[config.mk]
export PLATFORM = sky130hd
export DESIGN_NAME = instr_reg_sched
export DESIGN_NICKNAME = d
export VERILOG_FILES = /design/src/rtl/instr_reg_sched.sv
export SDC_FILE = /design/constraint.sdc
export NUM_CORES = 1
export LEC_CHECK = 0
export CAP_MARGIN = 20
export CORE_UTILIZATION = 25
export DETAILED_ROUTE_END_ITERATION = 16
export PLACE_DENSITY = 0.62
export SYNTH_ARGS = -nofsm -noshare
export SYNTH_HDL_FRONTEND = slang
export SYNTH_SLANG_ARGS = --single-unit
[constraint.sdc]
create_clock -name clk -period 2.67 [get_ports clk]
set_input_delay 0.534 -clock clk [delete_from_list [all_inputs] [get_ports clk]]
set_output_delay 0.534 -clock clk [all_outputs]
set_load 0.02 [all_outputs]
[src/rtl/instr_reg_sched.sv]
// Write/read scheduler for the 32-entry instruction register stack.
// Round-robin arbitration of NUM_REQ producers into the stack (one registered
// write per cycle), in-order circular readout to a single consumer, reset_n
// sequencing of the stack and a one-cycle synchronous flush.
module instr_reg_sched #(
   parameter int unsigned NUM_REQ = 2,
   parameter int unsigned DEPTH   = 32,
   parameter int unsigned AW      = 5
) (
   input  logic                    clk,
   input  logic                    reset_n,
   input  logic [NUM_REQ-1:0]      req_valid,
   output logic [NUM_REQ-1:0]      req_ready,
   input  logic [4*NUM_REQ-1:0]    req_opcode,
   input  logic [32*NUM_REQ-1:0]   req_op_a,
   input  logic [32*NUM_REQ-1:0]   req_op_b,
   output logic                    rsp_valid,
   input  logic                    rsp_ready,
   output logic [67:0]             rsp_instr,
   input  logic                    flush,
   output logic [AW:0]             count,
   output logic                    ir_reset_n,
   output logic                    ir_load_en,
   output logic [AW-1:0]           ir_write_pointer,
   output logic [AW-1:0]           ir_read_pointer,
   output logic signed [31:0]      ir_operand_a,
   output logic signed [31:0]      ir_operand_b,
   output logic [3:0]              ir_opcode,
   input  logic [67:0]             ir_instruction_word
);

   localparam int unsigned IW = (NUM_REQ > 1) ? $clog2(NUM_REQ) : 1;

   typedef enum logic [1:0] {
      S_INIT,
      S_RUN,
      S_FLUSH
   } state_t;

   state_t              state;
   state_t              state_nx;
   logic                init_cnt;
   logic [AW-1:0]       wr_ptr;
   logic [AW-1:0]       rd_ptr;
   logic [IW-1:0]       last;
   logic [IW-1:0]       win;
   logic                found;
   logic                run;
   logic                can_take;
   logic                grant;
   logic                pop;
   logic [AW+1:0]       used;
   logic [2*NUM_REQ-1:0] dbl;
   logic [NUM_REQ-1:0]  rot;

   // State register plus the two-cycle stack reset counter
   always_ff @(posedge clk or negedge reset_n) begin
      if (!reset_n) begin
         state    <= S_INIT;
         init_cnt <= 1'b0;
      end else begin
         state    <= state_nx;
         init_cnt <= (state == S_INIT);
      end
   end

   // Next-state logic and state-decoded outputs
   always_comb begin
      state_nx   = state;
      run        = 1'b0;
      ir_reset_n = 1'b1;
      case (state)
         S_INIT: begin
            ir_reset_n = 1'b0;
            if (init_cnt) state_nx = S_RUN;
         end
         S_RUN: begin
            run = 1'b1;
            if (flush) state_nx = S_FLUSH;
         end
         S_FLUSH: state_nx = S_RUN;
         default: state_nx = S_INIT;
      endcase
   end

   // Round-robin pick: rotate the valid vector so the index after the last grant is bit 0
   always_comb begin
      dbl   = {req_valid, req_valid};
      rot   = NUM_REQ'(dbl >> (32'(last) + 32'd1));
      found = 1'b0;
      win   = '0;
      for (int unsigned j = 0; j < NUM_REQ; j++) begin
         if (!found && rot[j]) begin
            found = 1'b1;
            win   = IW'((32'(last) + 32'd1 + j) % NUM_REQ);
         end
      end
   end

   // Handshakes: free space accounts for the write still in flight
   always_comb begin
      used      = {1'b0, count} + (AW+2)'(ir_load_en);
      can_take  = used < (AW+2)'(DEPTH);
      grant     = run && !flush && can_take && found;
      req_ready = '0;
      if (grant) req_ready[win] = 1'b1;
      rsp_valid = run && (count != '0);
      pop       = rsp_valid && rsp_ready && !flush;
      rsp_instr = ir_instruction_word;
   end

   assign ir_read_pointer = rd_ptr;

   // Write issue, pointers and committed-entry count; flush discards the in-flight write's count
   always_ff @(posedge clk or negedge reset_n) begin
      if (!reset_n) begin
         wr_ptr           <= '0;
         rd_ptr           <= '0;
         count            <= '0;
         last             <= IW'(NUM_REQ - 1);
         ir_load_en       <= 1'b0;
         ir_write_pointer <= '0;
         ir_operand_a     <= '0;
         ir_operand_b     <= '0;
         ir_opcode        <= '0;
      end else if (run && flush) begin
         wr_ptr           <= '0;
         rd_ptr           <= '0;
         count            <= '0;
         ir_load_en       <= 1'b0;
         ir_write_pointer <= '0;
      end else begin
         ir_load_en <= grant;
         if (grant) begin
            ir_write_pointer <= wr_ptr;
            wr_ptr           <= wr_ptr + AW'(1);
            last             <= win;
            ir_opcode        <= req_opcode[32'(win)*4 +: 4];
            ir_operand_a     <= req_op_a[32'(win)*32 +: 32];
            ir_operand_b     <= req_op_b[32'(win)*32 +: 32];
         end
         if (pop) rd_ptr <= rd_ptr + AW'(1);
         count <= count + (AW+1)'(ir_load_en) - (AW+1)'(pop);
      end
   end

endmodule

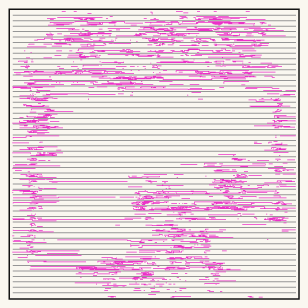
Run 1: the metal 1 layer
Drawn at 2 px/um. Supply wires on this layer in gray.
nets with wire on the layer: 651
wire length on this layer: 6230 um
share of all routed wire: 40%
main direction: horizontal

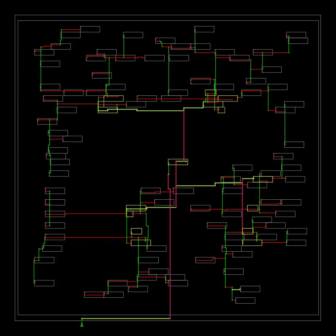
Run 1: clock wiring as the flow saved it
registers: 94
clk pwr: 1.32 mW
CTS Sinks: 94
number of clock buffers in the layout: 13

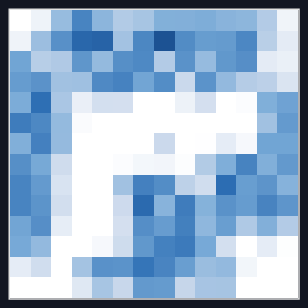
Run 1: cell area per tile
Drawn at 2 px/um. The die is cut into 14 by 14 equal tiles; white is low, dark blue is high, 0 to 100% covered.
densest ninth of the die: south
emptiest ninth of the die: center
mean over tiles: 34%
nearly empty tiles: 21%

==> flow_metrics.tcl, run 1 <==
# implementation run metrics
set metrics [dict create \
    floorplan.nets 676 \
    endpoint "req_ready[0]" \
    avgSynthCellArea_um2 11.2 \
    skew_ns 0.0104 \
    tns_ns 0 \
    cts_made_buffers 9 \
    grt_overflow_total 0 \
    antenna_cells 0 \
    synth_area_um2 5050 \
    drv_slew 0 \
    grt_busiest_layer "met2" \
    root_buffer "clkbuf_16" \
    io_pins 367 \
    cp.arrival_ns 2.05 \
    fp_util_pct 25.7 \
    first_iter_violations 156 \
    crit_path_start "flush" \
    hold_path.class "in2async" \
    clkLatencyLatePin_ns 0.35 \
    maxCapViolCount 0 \
    via_per_inst 4.79 \
    ys_chip_area_um2 5050 \
    fmax_ghz 0.387 \
    netlist-cell-type-count 39 \
    grt_use_met1_pct 16.8 \
    rr_endpoint "count[4]" \
    hold_viol 0 \
    io_buffers 230 \
    dr.pass1.iters 4 \
    syn_to_final_growth_pct 47.4 \
    r2r_slack_ns 0.22 \
    required_ns 2.14 \
    hpwlAfterDp_um 10900 \
    finalNetCount 831 \
    grt_use_total_pct 14.6 \
    antenna_found_initial 0 \
    tightest_slew_ns 0.824 \
    rows 51 \
    drc 0 \
    period_needed_ns 2.58 \
    final-setup-viol-count 0 \
    lay_top_cells "226 x clkdlybuf4s50_1, 92 x dfrtp_1, 68 x a21boi_0, 68 x a221o_1, 16 x nand3_1" \
    period_used_pct 96.7 \
    chipWidth_um 144 \
    clock_path_buffers 2 \
    ys.flops 94 \
    yosys_cells 451 \
    routed_wl_um 15400 \
    p_leak_nw 3.09 \
    gp_congestion 0.704 \
    drive_gt1_share_pct 7.36 \
    path_clk_slew_ns 0.07 \
    syn_inst 451 \
    critPathKind "in2out" \
    end_kind "output port" \
    grt_util_met3_pct 4.47 \
    regArea_um2 2350 \
    yosysSeqAreaShare_pct 46.6 \
    routedWlPerCell_um 17.6 \
    grt_max_degree 75 \
    start_kind "primary input" \
    slew_headroom_pct 45.1 \
    reg2reg_depth 13 \
    grt_pass1_vias 4459 \
    vdd_drop_max_uv 420 \
    yosysWarnings 0 \
    h-tree-depth 3 \
    rsz0062_at_grt "false" \
    worst-path-max-fanout 3 \
    final_common_cell "clkdlybuf4s50_1" \
    warning_count 31 \
    r2r_start "count[2]" \
    status "finished, final reports clean" \
    nFillCells 1992 \
    ant_nets 0 \
    combGateArea_um2 1970 \
    vias 4193 \
    fin_hold_ws_ns 0.192 \
    powerDensity_nw_per_um2 1030 \
    die_area_um2 20800 \
    met2_usage_pct 24.4 \
    grt_pass1_wl_um 23200 \
    coreArea_um2 19700 \
    die_h_um 144 \
    cts_tree "yes" \
]
[run 1: area by class of cell]
type                       count  share of cell area, %
clock buffer                  13                   3.77
clock inverter                 3                  0.336
inverter                      13                  0.656
multi-input combinational    243                   26.4
sequential                    94                   31.7
tap                          265                   4.46
timing repair buffer         245                   32.7
[run 1: critical path, stage by stage]
cell	delay, ns
clkdlybuf4s50_1	0.45
or3b_4	0.41
nor4_4	0.29
dlygate4sd2_1	0.36
[run 1: cells by family (layout without fill, tap and decap cells)]
| group | Yosys count | after routing | share of synthesized area (%) |
|---|---|---|---|
| AND-OR/OR-AND | 159 | 159 | 26.4 |
| buffers and inverters | 114 | 274 | 14.7 |
| flip-flops | 94 | 94 | 46.6 |
| AND/OR/NAND/NOR | 58 | 58 | 6.47 |
| adder cells (fa/ha/maj) | 15 | 15 | 3.87 |
| XOR/XNOR | 7 | 7 | 1.22 |
| multiplexers | 4 | 4 | 0.793 |
[run 1: synthesized netlist by cell type (all sizes together)]
master | count | area (um^2)
dfstp | 1 | 26.3
nor3b | 1 | 12.5
a21boi | 68 | 510
buf | 78 | 604
o21ai | 9 | 45.0
xnor2 | 5 | 43.8
or3b | 1 | 11.3
nand2 | 13 | 48.8
fa | 1 | 20.0
o211ai | 2 | 15.0
o21bai | 1 | 7.51
xor2 | 2 | 17.5
nand3b | 1 | 7.51
o31ai | 2 | 15.0
nor4 | 2 | 27.5
or3 | 2 | 12.5
a21oi | 5 | 25.0
nor3 | 1 | 10.0
a221o | 68 | 681
a31oi | 1 | 6.26
mux2i | 4 | 40.0
nor2 | 9 | 33.8
ha | 14 | 175
and3 | 2 | 12.5
dfrtp | 93 | 2330
and3b | 1 | 8.76
and2 | 3 | 18.8
nand4 | 3 | 18.8
clkbuf | 23 | 86.3
o211a | 1 | 10.0
nand3 | 16 | 80.1
or2 | 2 | 12.5
inv | 13 | 48.8
a21o | 2 | 15.0
nand4bb | 1 | 11.3
[run 1: per-stage QoR]
stage	area [um^2]	util (%)	setup WS, ns	instances	total power, mW
final	7440	37.8	0.0893	876	7.69
after global routing	7440	37.8	0.00762	876	8.18
after CTS	7440	37.9	0.0514	876	7.80
after detailed placement	7140	36.3	-0.196	860	6.42
after global placement	7140	36.3	-0.210	860	6.34
after floorplan	5050	-	0.211	451	4.71
[run 1: what timing repair did]
action	CTS	global route
hold buffers	0	0
endpoints found under the setup margin	3	2
setup buffers	0	0
pin swaps	0	0
cloned	0	0
gates resized	4	3
[run 1: state kept, by name (all words and copies together), names as in the netlist]
signal / flops
ir_operand_b: 32
wr_ptr: 5
state: 2
ir_write_pointer: 5
ir_read_pointer: 5
count: 6
ir_operand_a: 32
ir_opcode: 4
last: 1
ir_load_en: 1
init_cnt: 1
[run 1: report_power, final]
part / leakage, nW / total (mW) / switching, mW / internal, mW
combinational: 1.74 / 4.01 / 1.99 / 2.02
clock: 0.148 / 1.32 / 0.576 / 0.740
sequential: 1.20 / 2.36 / 0.353 / 2.01
total: 3.09 / 7.69 / 2.92 / 4.76
[run 1: per-layer routing]
layer	routed length [um]	part of all wire, %
met4	568	3.7
met1	6230	40
met5	0	0
met2	7400	48
met3	1230	8.0
Run 1, signal wires on met3:
Drawn at 3 px/um.
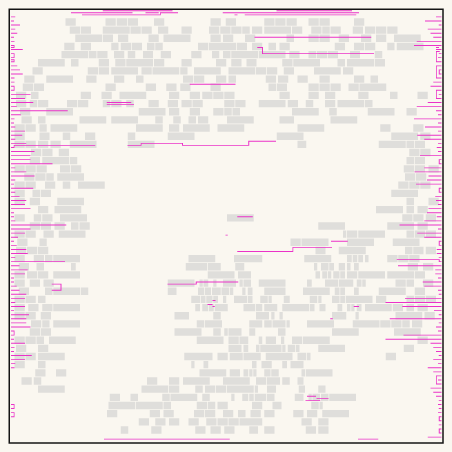

--- run 2 (diff from run 1) ---
==> constraint.sdc (replaced) <==
create_clock -name clk -period 2.67 [get_ports clk]
set_input_delay 0.534 -clock clk [delete_from_list [all_inputs] [get_ports clk]]
set_output_delay 0.534 -clock clk [all_outputs]
set_load 0.01 [all_outputs]
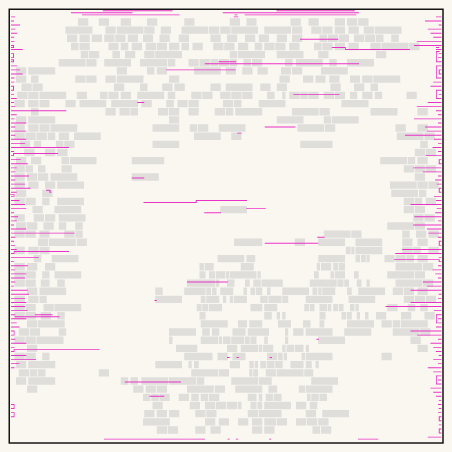
Run 2: signal wires on met3
Drawn at 3 px/um.
nets with wire on the layer: 172
share of all routed wire: 7.8%
main direction: horizontal

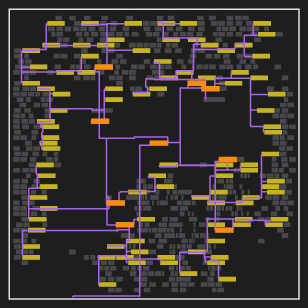
Run 2: clock wires, drivers and flops
Drawn at 2 px/um.
[clock wires] purple | length: 1440 um
[cells driving clock nets] orange | count: 9
[flip-flops] yellow | count: 94
flops lie: all over the die
routed clock nets: 10

==> run 2 against run 1 <==
  * Register-to-register slack improved by 0.03 ns
  * Clock power is 4% higher
  * First-iteration DRC count grew 19%
  * Area after synthesis unchanged
  * Synthesized cell count stayed put
  * Largest cell class unchanged
  * Via count grew 0.19%
  * Clock skew is 0.0018 ns lower
  * Total power fell by 4.4%
  * Highest routed layer unchanged
  * Count of clock-buffer cells in the layout shrank 2
==> flow_metrics.tcl, run 2 <==
# implementation run metrics
set metrics [dict create \
    status "finished, final reports clean" \
    cts_made_buffers 9 \
    drv_slew 0 \
    ys.flops 94 \
    r2r_slack_ns 0.25 \
    critPathKind "in2out" \
    maxCapViolCount 0 \
    io_pins 367 \
    powerDensity_nw_per_um2 987 \
    critPathTopFamily "buffers and inverters" \
    period_needed_ns 2.56 \
    final-setup-viol-count 0 \
    cts_setup_buffers 0 \
    coreArea_um2 19700 \
    hold_path.class "in2async" \
    period_used_pct 95.9 \
    worst-path-buf-inv 2 \
    via_per_inst 4.81 \
    slew_headroom_pct 45.2 \
    path_clk_slew_ns 0.07 \
    path_depth 5 \
    post-route-worst-setup-slack_ns 0.110 \
    routedWlPerCell_um 17.9 \
    floorplan.nets 676 \
    hold_viol 0 \
    p_leak_nw 3.08 \
    clock_path_buffers 2 \
    reg2reg_depth 13 \
    syn_inst 451 \
    lay_top_cells "227 x clkdlybuf4s50_1, 91 x dfrtp_1, 68 x a21boi_0, 68 x a221o_1, 16 x nand3_1" \
    skew_ns 0.00865 \
    h-tree-depth 3 \
    yosys-top-cells-area "dfrtp_1 46%, a221o_1 13%, a21boi_0 10%, buf_4 10%, ha_1 3.5%" \
    worst-path-max-fanout 3 \
    rr_endpoint "count[4]" \
    cts_tree "yes" \
    fin_area_um2 7450 \
    routed_wl_um 15600 \
    hpwlAfterDp_um 11100 \
    clkSinkCount 94 \
    grt_max_degree 70 \
    chipWidth_um 144 \
    fin_util_pct 37.9 \
    yosysSeqAreaShare_pct 46.6 \
    drive_gt1_share_pct 6.73 \
    gp_congestion 0.716 \
    fin_cells 874 \
    final_common_cell "clkdlybuf4s50_1" \
    antenna_found_initial 0 \
    rows 51 \
    synth_top_cell_by_area "dfrtp_1" \
    synth_area_um2 5050 \
    crit_slowest_cell "clkdlybuf4s50_1" \
    end_kind "output port" \
    synth.most_common_cell "dfrtp_1" \
    reg.largest.list "ir_operand_a: 32 flops, ir_operand_b: 32 flops, count: 6 flops" \
    first_iter_violations 186 \
    avgSynthCellArea_um2 11.2 \
    cp.arrival_ns 2.03 \
    dpl.cell_count 859 \
    dr.pass1.iters 4 \
    rsz0062_at_grt "false" \
    netlist-cell-type-count 39 \
    finalNetCount 830 \
    grt_use_total_pct 14.8 \
    yosysWarnings 0 \
    fp_util_pct 25.7 \
    antenna_cells 0 \
    yosys-top-cells-count "93 x dfrtp_1, 68 x a21boi_0, 68 x a221o_1, 68 x buf_4, 23 x clkbuf_1" \
    post_dp_cell_area_um2 7140 \
    vias 4201 \
    async_reset_ff_share_pct 100 \
    ys_chip_area_um2 5050 \
    grt_pass1_vias 4436 \
    vdd_drop_max_uv 457 \
    die_h_um 144 \
    ant_nets 0 \
    ff_type "dfrtp_1" \
    required_ns 2.14 \
    syn_to_final_growth_pct 47.6 \
    crit_chain "clkdlybuf4s50_1 > nor3b_2 > nand3_1 > nor3_4 > dlygate4sd2_1" \
    tightest_slew_ns 0.822 \
    grt_overflow_total 0 \
    grt_pass1_wl_um 23400 \
    crit_path_start "flush" \
    root_buffer "clkbuf_16" \
    endpoint "req_ready[1]" \
]
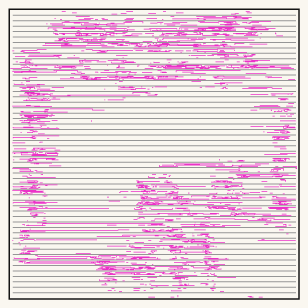
Run 2: the metal 1 layer
Drawn at 2 px/um. Supply wires on this layer in gray.
nets with wire on the layer: 659
longest straight run: 60.3 um
main direction: horizontal
share of all routed wire: 40%

-- run 2: cell counts after synthesis --
No cell type changed its count.
-- run 2: how the worst min path moves through the flow --
stage                       endpoint  cells past startpoint
floorplan                   count[0]                      0
global placement           wr_ptr[4]                      1
detailed placement         wr_ptr[4]                      1
CTS                 ir_operand_a[15]                      1
global route        ir_operand_a[15]                      1
finish              ir_operand_a[15]                      1
-- run 2: metal layers --
layer  wire length [um]  global-route usage [%]
met1               6240                    16.7
met2               7430                    24.6
met3               1220                    3.91
met4                752                    10.2
met5                  0                       0
-- run 2: where the power goes --
part / leakage [nW] / switching (mW) / internal, mW
sequential: 1.20 / 0.364 / 2.01
combinational: 1.74 / 1.58 / 2.03
clock: 0.146 / 0.551 / 0.816
total: 3.08 / 2.49 / 4.85
-- run 2: metrics by stage --
stage | TNS, ns | hold slack, ns | power [mW]
final | 0 | 0.204 | 7.35
after global routing | 0 | 0.250 | 7.86
after CTS | 0 | 0.219 | 7.46
after detailed placement | -6.26 | 0.477 | 6.03
after global placement | -2.56 | 0.467 | 5.91
after floorplan | 0 | 0.238 | 4.25
-- run 2: logic make-up after synthesis --
group | Yosys count | share of synthesized area [%]
XOR/XNOR | 7 | 1.22
adder cells (fa/ha/maj) | 15 | 3.87
AND/OR/NAND/NOR | 58 | 6.47
multiplexers | 4 | 0.793
flip-flops | 94 | 46.6
AND-OR/OR-AND | 159 | 26.4
buffers and inverters | 114 | 14.7
-- run 2: what timing repair did --
action / 4_1_cts / 5_1_grt
resized: 3 / 2
endpoints found under the setup margin: 2 / 2
hold buffers: 0 / 0
pin swaps: 1 / 0
-- run 2: cell type report --
type                       count  area, um^2
inverter                      13        48.8
tap                          265         332
clock buffer                  11         233
timing repair buffer         244        2440
multi-input combinational    243        1970
sequential                    94        2360
fill                        1963       12200
clock inverter                 4        72.6
Run 2, clock wiring as the flow saved it:
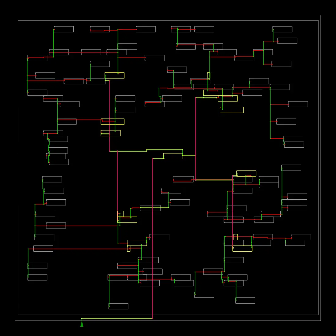

--- run 3 (diff from run 2) ---
--- a/config.mk
+++ b/config.mk
@@ -5,7 +5,8 @@
 export SDC_FILE = /design/constraint.sdc
 export NUM_CORES = 1
 export LEC_CHECK = 0
-export CAP_MARGIN = 20
+export CAP_MARGIN = 0
+export CORE_ASPECT_RATIO = 2
 export CORE_UTILIZATION = 25
 export DETAILED_ROUTE_END_ITERATION = 16
 export PLACE_DENSITY = 0.62
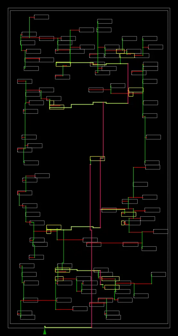
Run 3: clock wiring as the flow saved it
clk pwr: 1.35 mW
Latency at later pin: 0.36 ns
Inserted Clock Buffers: 9
number of clock buffers in the layout: 11

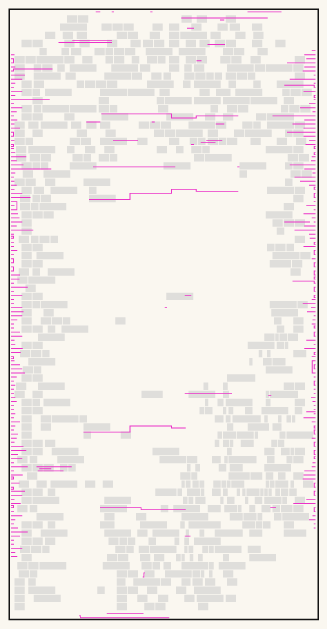
Run 3: signal wires on met3
Drawn at 3 px/um.
wire length on this layer: 949 um
nets with wire on the layer: 199
main direction: horizontal

==> run 3 against run 2 <==
  * Worst hold slack lost 0.025 ns
  * Routed wire length grew 12%
  * Final area grew 0.66%
  * Combinational power grew 2%
  * Sequential power is essentially flat
  * Register-to-register slack lost 0.06 ns
  * Clock power is essentially flat
  * Flip-flop count is the same
  * Maximum frequency shrank 1.1%
==> flow_metrics.tcl, run 3 <==
# implementation run metrics
set metrics [dict create \
    status "finished, final reports clean" \
    ys.flops 94 \
    synth.most_common_cell "dfrtp_1" \
    crit_path_start "flush" \
    powerDensity_nw_per_um2 991 \
    grt_max_degree 82 \
    tightest_slew_ns 0.648 \
    syn_inst 451 \
    fin_util_pct 37.8 \
    yosys-top-cells-area "dfrtp_1 46%, a221o_1 13%, a21boi_0 10%, buf_4 10%, ha_1 3.5%" \
    post-place-ws_ns -0.226 \
    fmax_ghz 0.387 \
    reg2reg_depth 13 \
    clockPowerShare_pct 18.2 \
    syn_to_final_growth_pct 48.6 \
    gp_congestion 0.807 \
    critPathKind "in2out" \
    grt_pass1_vias 4624 \
    cp.arrival_ns 2.05 \
    total_power_mw 7.43 \
    yosys-top-cells-count "93 x dfrtp_1, 68 x a21boi_0, 68 x a221o_1, 68 x buf_4, 23 x clkbuf_1" \
    start_kind "primary input" \
    vias 4322 \
    internal_power_mw 4.83 \
    crit_chain "clkdlybuf4s50_1 > or3b_4 > nor4_4 > dlygate4sd2_1" \
    tns_ns 0 \
    warning_count 31 \
    coreArea_um2 19800 \
    maxCapViolCount 0 \
    worst-path-max-fanout 3 \
    grt_overflow_total 0 \
    rr_endpoint "count[4]" \
    first_iter_violations 159 \
    endpoint "req_ready[0]" \
    r2r_slack_ns 0.19 \
    ff_type "dfrtp_1" \
    sw_frac_of_total_pct 34.9 \
    chipWidth_um 102 \
    hold_viol 0 \
    ys_chip_area_um2 5050 \
    grt_use_total_pct 16.9 \
    final-setup-viol-count 0 \
    h-tree-depth 3 \
    yosys_cells 451 \
    grt_pass1_wl_um 25800 \
    crit_slowest_cell "clkdlybuf4s50_1" \
    root_buffer "clkbuf_16" \
    yosysSeqAreaShare_pct 46.6 \
    hpwlAfterDp_um 13200 \
    routed_wl_um 17600 \
    end_kind "output port" \
    vdd_drop_max_uv 354 \
    hold_path.class "in2async" \
    rows 73 \
    ant_nets 0 \
    synth_area_um2 5050 \
    fin_cells 876 \
    period_needed_ns 2.59 \
    synth-edff-count 0 \
    io_pins 367 \
    die_h_um 203 \
    die_area_um2 20800 \
    fp_util_pct 25.5 \
    critPathMaxStageDelay_ns 0.42 \
    synth_top_cell_by_area "dfrtp_1" \
    drc 0 \
    yosysWarnings 0 \
    power_frac_comb_pct 49.5 \
    post-route-worst-setup-slack_ns 0.0829 \
    seqPwrFrac_pct 32.3 \
    drv_slew 0 \
    drive_gt1_share_pct 7.98 \
    lay_top_cells "226 x clkdlybuf4s50_1, 89 x dfrtp_1, 68 x a21boi_0, 68 x a221o_1, 16 x nand3_1" \
    reg.largest.list "ir_operand_a: 32 flops, ir_operand_b: 32 flops, count: 6 flops" \
    r2r_start "count[5]" \
    antenna_cells 0 \
    required_ns 2.14 \
    slew_headroom_pct 56.8 \
    floorplan.nets 676 \
    fin_hold_ws_ns 0.179 \
    avgSynthCellArea_um2 11.2 \
    final_common_cell "clkdlybuf4s50_1" \
    path_clk_slew_ns 0.07 \
    finalNetCount 834 \
    post_dp_cell_area_um2 7180 \
    antenna_found_initial 0 \
    rsz0062_at_grt "false" \
    fin_area_um2 7500 \
    p_leak_nw 3.12 \
    netlist-cell-type-count 39 \
    cts_setup_buffers 0 \
    async_reset_ff_share_pct 100 \
    clkSinkCount 94 \
]
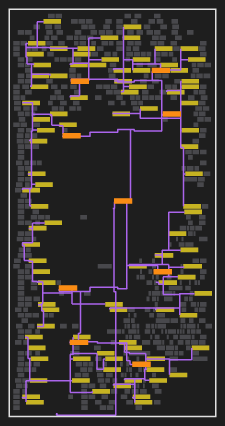
Run 3: clock wires, drivers and flops
Drawn at 2 px/um.
[cells driving clock nets] orange | count: 9
[clock wires] purple | length: 1470 um
[flip-flops] yellow | count: 94
routed clock nets: 10
flops lie: all over the die

## run 3: cell count changes in the layout (fill, tap and decap cells not counted), moves of 2 or more
cell | previous run | this run
buf_4 | 12 | 15
dfrtp_2 | 2 | 4
clkbuf_8 | 0 | 2
dfrtp_1 | 91 | 89
clkinvlp_4 | 1 | 3
clkbuf_1 | 2 | 0
## run 3: area by class of cell
type	instances	area (um^2)
inverter	13	48.8
multi-input combinational	243	1970
sequential	94	2360
fill	2021	12300
tap	262	328
timing repair buffer	248	2480
clock inverter	5	57.6
clock buffer	11	253
## run 3: power by group through the flow
| stage | Combinational [mW] | Clock, mW | Sequential (mW) |
|---|---|---|---|
| after floorplan | 1.68 | 0 | 2.57 |
| after global placement | 3.63 | 0 | 2.40 |
| after detailed placement | 3.71 | 0 | 2.40 |
| after CTS | 3.73 | 1.41 | 2.41 |
| after global routing | 3.97 | 1.45 | 2.47 |
| final | 3.68 | 1.35 | 2.40 |
## run 3: logic make-up (layout without fill, tap and decap cells)
group | after synthesis | count (layout) | share of synthesized area, %
xor gates and xnor gates | 7 | 7 | 1.22
buffers and inverters | 114 | 277 | 14.7
adders and majority gates | 15 | 15 | 3.87
muxes | 4 | 4 | 0.793
and+or+nand+nor | 58 | 58 | 6.47
AOI/OAI and AO/OA | 159 | 159 | 26.4
DFF | 94 | 94 | 46.6
## run 3: how the worst min path moves through the flow
stage                                    end  slack [ns]  cells after the start
after floorplan                     count[0]        0.24                      0
after global placement    ir_read_pointer[4]        0.48                      1
after detailed placement           wr_ptr[4]        0.48                      1
after CTS                   ir_operand_a[13]        0.19                      1
after global routing        ir_operand_a[17]        0.22                      1
final                       ir_operand_a[17]        0.18                      1
## run 3: per-layer routing
metal	track usage, %	routed length, um	up-vias
li1	-	-	1926
met1	15.1	5660	2112
met2	30.7	9580	184
met3	3.65	948	100
met4	14.8	1400	0
met5	0	0	-
## run 3: what timing repair did
item,CTS,global route
gates resized,3,4
endpoints found under the setup margin,3,3
hold buffers,0,0
endpoints found under the hold margin,0,0
pin swaps,1,1
## run 3: worst max-delay path, delay by kind of cell
kind | cells | cell delay [ns]
AND/OR/NAND/NOR | 2 | 0.77
buffers and inverters | 2 | 0.74
Power figures rest on the tool's default switching activity, not on a simulated workload.
